Design upe_multiadd, sky130hd; sources not shown.
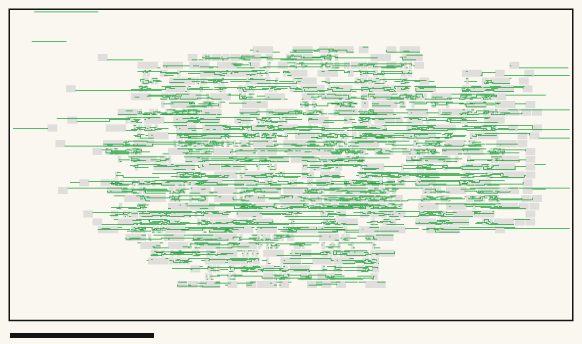
**Above:** run 1 (the metal 1 layer).
The bar under the picture is 50 um long.
share of all routed wire = 46%
longest straight run = 45.1 um
main direction = horizontal
nets with wire on the layer = 772
wire length on this layer = 7450 um
GR Layer Usage met1: 20.7%
aggregate routed wire length: 16.3 mm
routed vias: 5117

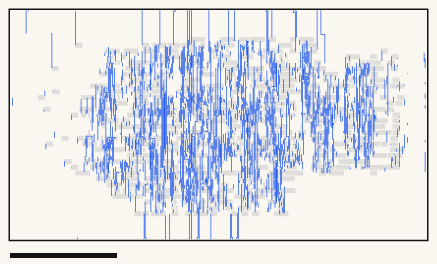
**Above:** run 1 (signal wires on met2).
The bar under the picture is 50 um long.
main direction = vertical
wire length on this layer = 7240 um
longest straight run = 46.2 um
share of all routed wire = 45%
nets with wire on the layer = 690
met2 Usage GRT: 23.9%

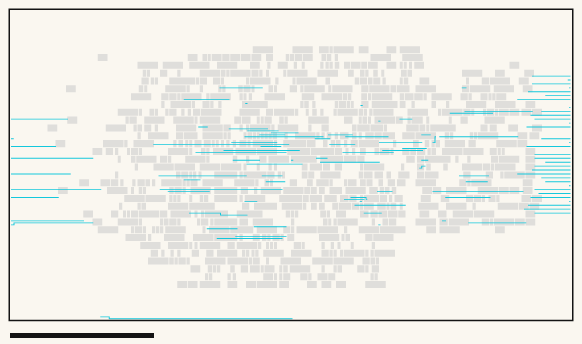
**Above:** run 1 (signal wires on met3).
The bar under the picture is 50 um long.
share of all routed wire = 8.3%
main direction = horizontal
routing usage on met3: 4.32%

==> results.txt, run 1 <==
From the run reports.

- Once iteration 0 of detailed routing completed, the report listed 425 DRC markers.
- The count of endpoints failing setup in the final report reads 0.
- The combinational gate area reads approximately 3300 um^2.
- The largest cell class by area is logic gates.
- The clock power share reads 35.3%.
- Across all hold checks on the routed design, the worst slack comes to 0.457 ns.
- The total negative setup slack is 0 ns.
- The tightest slew margin relative to the limit reads 47.1%.
- The net switching fraction of the power reads between 20 and 30%.
- The flop share of the area reads 30.5%.
- The length in cells of the worst reg-to-reg path reads 11.
- The width of the die is 195 um.
- The power dissipated by switching net loads is between 0.7 and 0.8 mW.
- The biggest power consumer among the groups is sequential cells.
- The startpoint class of the critical path reads a flop.
- The data arrival time of the critical path reads around 3.5 ns.
- The number of warnings in the stage logs reads 31.
- In this run the cell area of the synthesized design comes to between 6000 and 7000 um^2.
- The CTS tree is yes.
- The routed wirelength normalized by instance count is between 15 and 20 um.
- The main logic family after synthesis reads AND-OR/OR-AND gates.
- Per the run summary, max-cap violations total 0.
- The layout has 12 clock buffers.
- The power density over the cells is 366 nW/um^2.
- The final-stage net count is 841.
- The final max-slew violation count recorded for this run is 0.
- The total design power is 2.66 mW.
- The number of multi-input combinational cells in the layout is 450.
- The growth of design area from synthesis to finish is 18.6%.
- The cell chosen for the clock root reads clkbuf_16.
- The detailed-routing iteration count for the pre-antenna-repair pass is 5.
- The number of antenna violations at the first check in global routing came to 0.
- The highest ir drop seen on vdd reads 0.000217 V.
- CTS reports a maximum clock tree buffer depth of 2.
- The number of setup buffers added after CTS is 0.
- For the clock group, total power comes out at 0.939 mW.
- The floorplan step defined a core boundary enclosing roughly 15000 um^2.
- Global routing consumed, over all layers together, roughly 15% of the routing resources.
- Setup slack closes at about 0.58 ns.
- In the final layout, non-clock buffers account for a little over a tenth of the cell area.
- STA classifies the critical path endpoint as a flop.
- The most frequently used flop master after synthesis is dfxtp_1.
- The total non-filler cell area in the finished layout reads around 7300 um^2.
- In this run the remaining antenna-violating nets after routing total 0.
- The run finished with clean final reports.
- Once layout is complete, the cells apart from fillers number 960.
- The setup skew after layout reads roughly 0.0087 ns.
- After synthesis, the cell types taking the most area are dfxtp_1 36%, fa_1 11%, inv_1 6.2%, nand2_1 5.7%, mux4_2 5.1%.
- By instance count after routing, the leading logic cell type is dfxtp_1.
- The number of primary I/O pins is 73.
- The power in combinational cells reads 0.458 mW.
- The die boundary height reads between 100 and 150 um.
[run 1: cell usage after synthesis, drive strengths merged (2+ instances only)]
master	number
nor3	3
a21oi	55
a32o	4
mux4	14
a21o	3
buf	27
clkbuf	18
inv	103
and3	3
a31oi	2
and2	14
o21ai	9
a22oi	21
nor2b	2
a211oi	33
xnor2	3
a22o	6
nand3	3
dfxtp	111
nand3b	3
o211ai	35
o21a	3
a32oi	3
fa	34
nand2	93
mux2i	2
ha	13
o21bai	3
nand2b	3
nor2	71
[run 1: worst max-delay path: stages, from the launching register on]
cell	delay [ns]
dfxtp_1	0.55
clkinv_1	0.11
buf_4	0.20
nor3_1	0.48
a22o_1	0.25
fa_1	0.21
inv_1	0.06
fa_1	0.40
nor2b_1	0.16
o31a_1	0.22
o211ai_1	0.20
a22o_1	0.26
==> run 2, diff against run 1 <==
--- a/config.mk
+++ b/config.mk
@@ -10,7 +10,7 @@
 export CORE_MARGIN = 10
 export CORE_UTILIZATION = 40
 export DETAILED_ROUTE_END_ITERATION = 8
-export PLACE_DENSITY = 0.7
+export PLACE_DENSITY = 0.73
 export SETUP_SLACK_MARGIN = 0.05
 export SLEW_MARGIN = 20
 export SYNTH_ARGS = -nofsm -noshare
==> constraint.sdc (replaced) <==
create_clock -name clk -period 2.8 [get_ports clk]
set_input_delay 0.28 -clock clk [delete_from_list [all_inputs] [get_ports clk]]
set_output_delay 0.28 -clock clk [all_outputs]
set_load 0.005 [all_outputs]
==> results.txt, run 2 <==
From the run reports.

- The startpoint class of the critical path reads a flop.
- The cell kind with the greatest summed area reads logic gates.
- The cell count in the Yosys report is 710.
- The maximum level of the CTS H-tree is 3.
- The category of the worst setup path capture point reads a flop.
- The max-cap check violation count came to 0 (unchanged).
- The area fraction in and, or, nand and nor cells after synthesis reads around 14%.
- The multi-input combinational area share reads between 40 and 50%.
- The run finished with clean final reports.
- The number of routed nets with antenna violations reads 0 (unchanged).
- The data arrival time of the critical path is 2.99 ns (-0.48 ns).
- The highest ir drop seen on vdd is 0.000292 V (+35%).
- The worst hold slack was 0.336 ns (-0.121 ns).
- The net switching fraction of the power is 28.8% (-0.25 points).
- The number of antenna violations at the first check in global routing is 0 (unchanged).
- TritonCTS built the clock tree.
- The total congestion overflow is 0.
- The synthesized netlist handed to floorplanning was reported with a cell count of about 700.
- The number of clock buffer instances in the layout is 9 (-3).
- The power in combinational cells is 0.643 mW (+40%).
- The main logic family after synthesis reads AND-OR/OR-AND gates.
- The layout buffering overhead excluding clock cells is 12.5% (+1.5 points).
- The growth of design area from synthesis to finish is 21.7%.
- Per the post-synthesis stats, the area per cell is 8.65 um^2.
- The library cells used most frequently in the layout, excluding fill and tap cells, are 110 x dfxtp_1, 100 x inv_1, 93 x nand2_1.
- The number of pins exceeding their max-slew limit in the final report reads 0 (unchanged).
- The biggest slice of the total power is consumed by sequential cells.
- The total design power is 3.67 mW (+38%).
- Yosys attributes the largest share of cell area to dfxtp_1 36%, fa_1 11%, inv_1 6.2%, nand2_1 5.7%, mux4_2 5.1%.
- The die boundary height is 108 um (unchanged).
- The final cell count without fillers is 976 (+1.7%).
- The total non-filler cell area in the finished layout is 7480 um^2 (+2.6%).
- The power dissipated by switching net loads was 1.05 mW (+36%).
- The all-layer global routing usage is 15.5% (+0.068 points).
- The flip-flop and latch count is 111.
- The mapped cell area is 6140 um^2 (unchanged).
- Endpoints failing hold in the final report were tallied at 0.
- The highest fanout seen on the critical path reads 4.
- The pin count of the biggest net entering global routing is 103.
- The proportion of power drawn by flip-flops and latches reads 46.9%.
- The number of ordinary inverters in the final layout reads 104.
- The clock power share reads 35.6% (+0.3 points).
- Per the cell usage report, the commonest logic cell in the layout is dfxtp_1.
- Setup repair after global routing could not meet its margin everywhere.
- The count of endpoints failing setup in the final report is 0 (unchanged).
- The number of clock buffers inserted by TritonCTS is 9.
- The total clock network power reads 1.30 mW (+38%).
- The share of the core filled by cells before placement reads 41.7%.
- The tightest slew margin relative to the limit is 54.8% (+7.8 points).
- The most frequently used flop master after synthesis reads dfxtp_1.
- Ranked by instance count, the synthesized netlist is headed by 111 x dfxtp_1, 102 x inv_1, 93 x nand2_1.
- The number of warnings in the stage logs is 32 (+3.2%).
- The inserted tap cell count is 198.
- The post-layout worst setup margin reads 0.0536 ns (-0.527 ns).
- Per the CTS log, the root buffer master is clkbuf_16.
- The setup skew after layout was 0.00630 ns (-0.00237 ns).
- The total number of multi-input combinational cells is 450 (unchanged).
- The detailed-routing iteration count for the pre-antenna-repair pass is 6 (+1).
- The combinational gate area is 3380 um^2 (+1.3%).
- The power density over the cells reads 490 nW/um^2 (+34%).
- Row generation in the floorplan step produced 31 rows.
- The half-perimeter wire length of the detailed placement result reads ~12 mm.
- The total of buffers placed on input and output ports reads a little over 70.
- The flop share of the area is 29.8% (-0.74 points).
- The width of the die is 195 um (unchanged).
- The length in cells of the worst reg-to-reg path reads 11 (unchanged).
- The area of the core reads 14700 um^2 (unchanged).
- The total clock sinks reads ~110.
- The maximum buffer depth of the clock tree is 2 (unchanged).
- The final-stage net count is 857 (+1.9%).
- Measured against the total synthesized area, the mux share comes to 5.46%.
- The wire length of the first global-routing pass reads roughly 27 mm.
- The number of primary I/O pins was 73 (unchanged).
- The total negative setup slack reads 0 ns (unchanged).
- The first-iteration detailed-routing DRC count reads 348 (-18%).
- The most frequent cell after synthesis reads dfxtp_1.
run 2: worst max-delay path, cell delays in order (launching register included):
cell and delay, ns:
dfxtp_4 0.37, mux4_2 0.49, a22o_1 0.22, fa_2 0.38
inv_2 0.08, fa_2 0.20, nor2b_2 0.05, o31a_1 0.29
nand4_1 0.11, o211ai_1 0.09, buf_4 0.16, a22o_1 0.21
run 2: routing by layer:
metal / vias to the layer above / wire length [um] / track usage [%]
met3: 17 / 1160 / 3.86
met1: 2522 / 7670 / 21.2
li1: 2512 / - / -
met4: 0 / 197 / 3.85
met2: 165 / 7290 / 24.1
met5: - / 0 / 0
run 2: repair_timing:
| action | 4_1_cts | 5_1_grt |
|---|---|---|
| pin swaps | 1 | 2 |
| buffers inserted | 1 | 3 |
| resized | 2 | 16 |
| setup endpoints to repair | 15 | 17 |
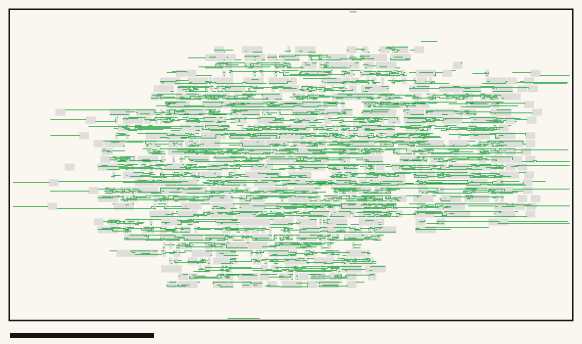
**Above:** run 2 (the metal 1 layer).
The bar under the picture is 50 um long.
main direction = horizontal
wire length on this layer = 7670 um
share of all routed wire = 47%
nets with wire on the layer = 792
GR Layer Usage met1: 21.2%
routed vias: 5216

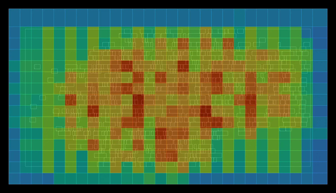
**Above:** run 2 (routing congestion).
met2 Usage GRT: 24.1%
global routing's busiest layer: met2
average routed wire per standard cell: 16.7 um

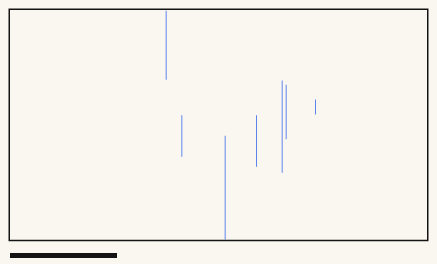
**Above:** run 2 (the metal 4 layer).
The bar under the picture is 50 um long.
main direction = vertical
share of all routed wire = 1.2%
aggregate routed wire length: 16.3 mm

No activity file was given, so power comes from the tool's default toggle rates.
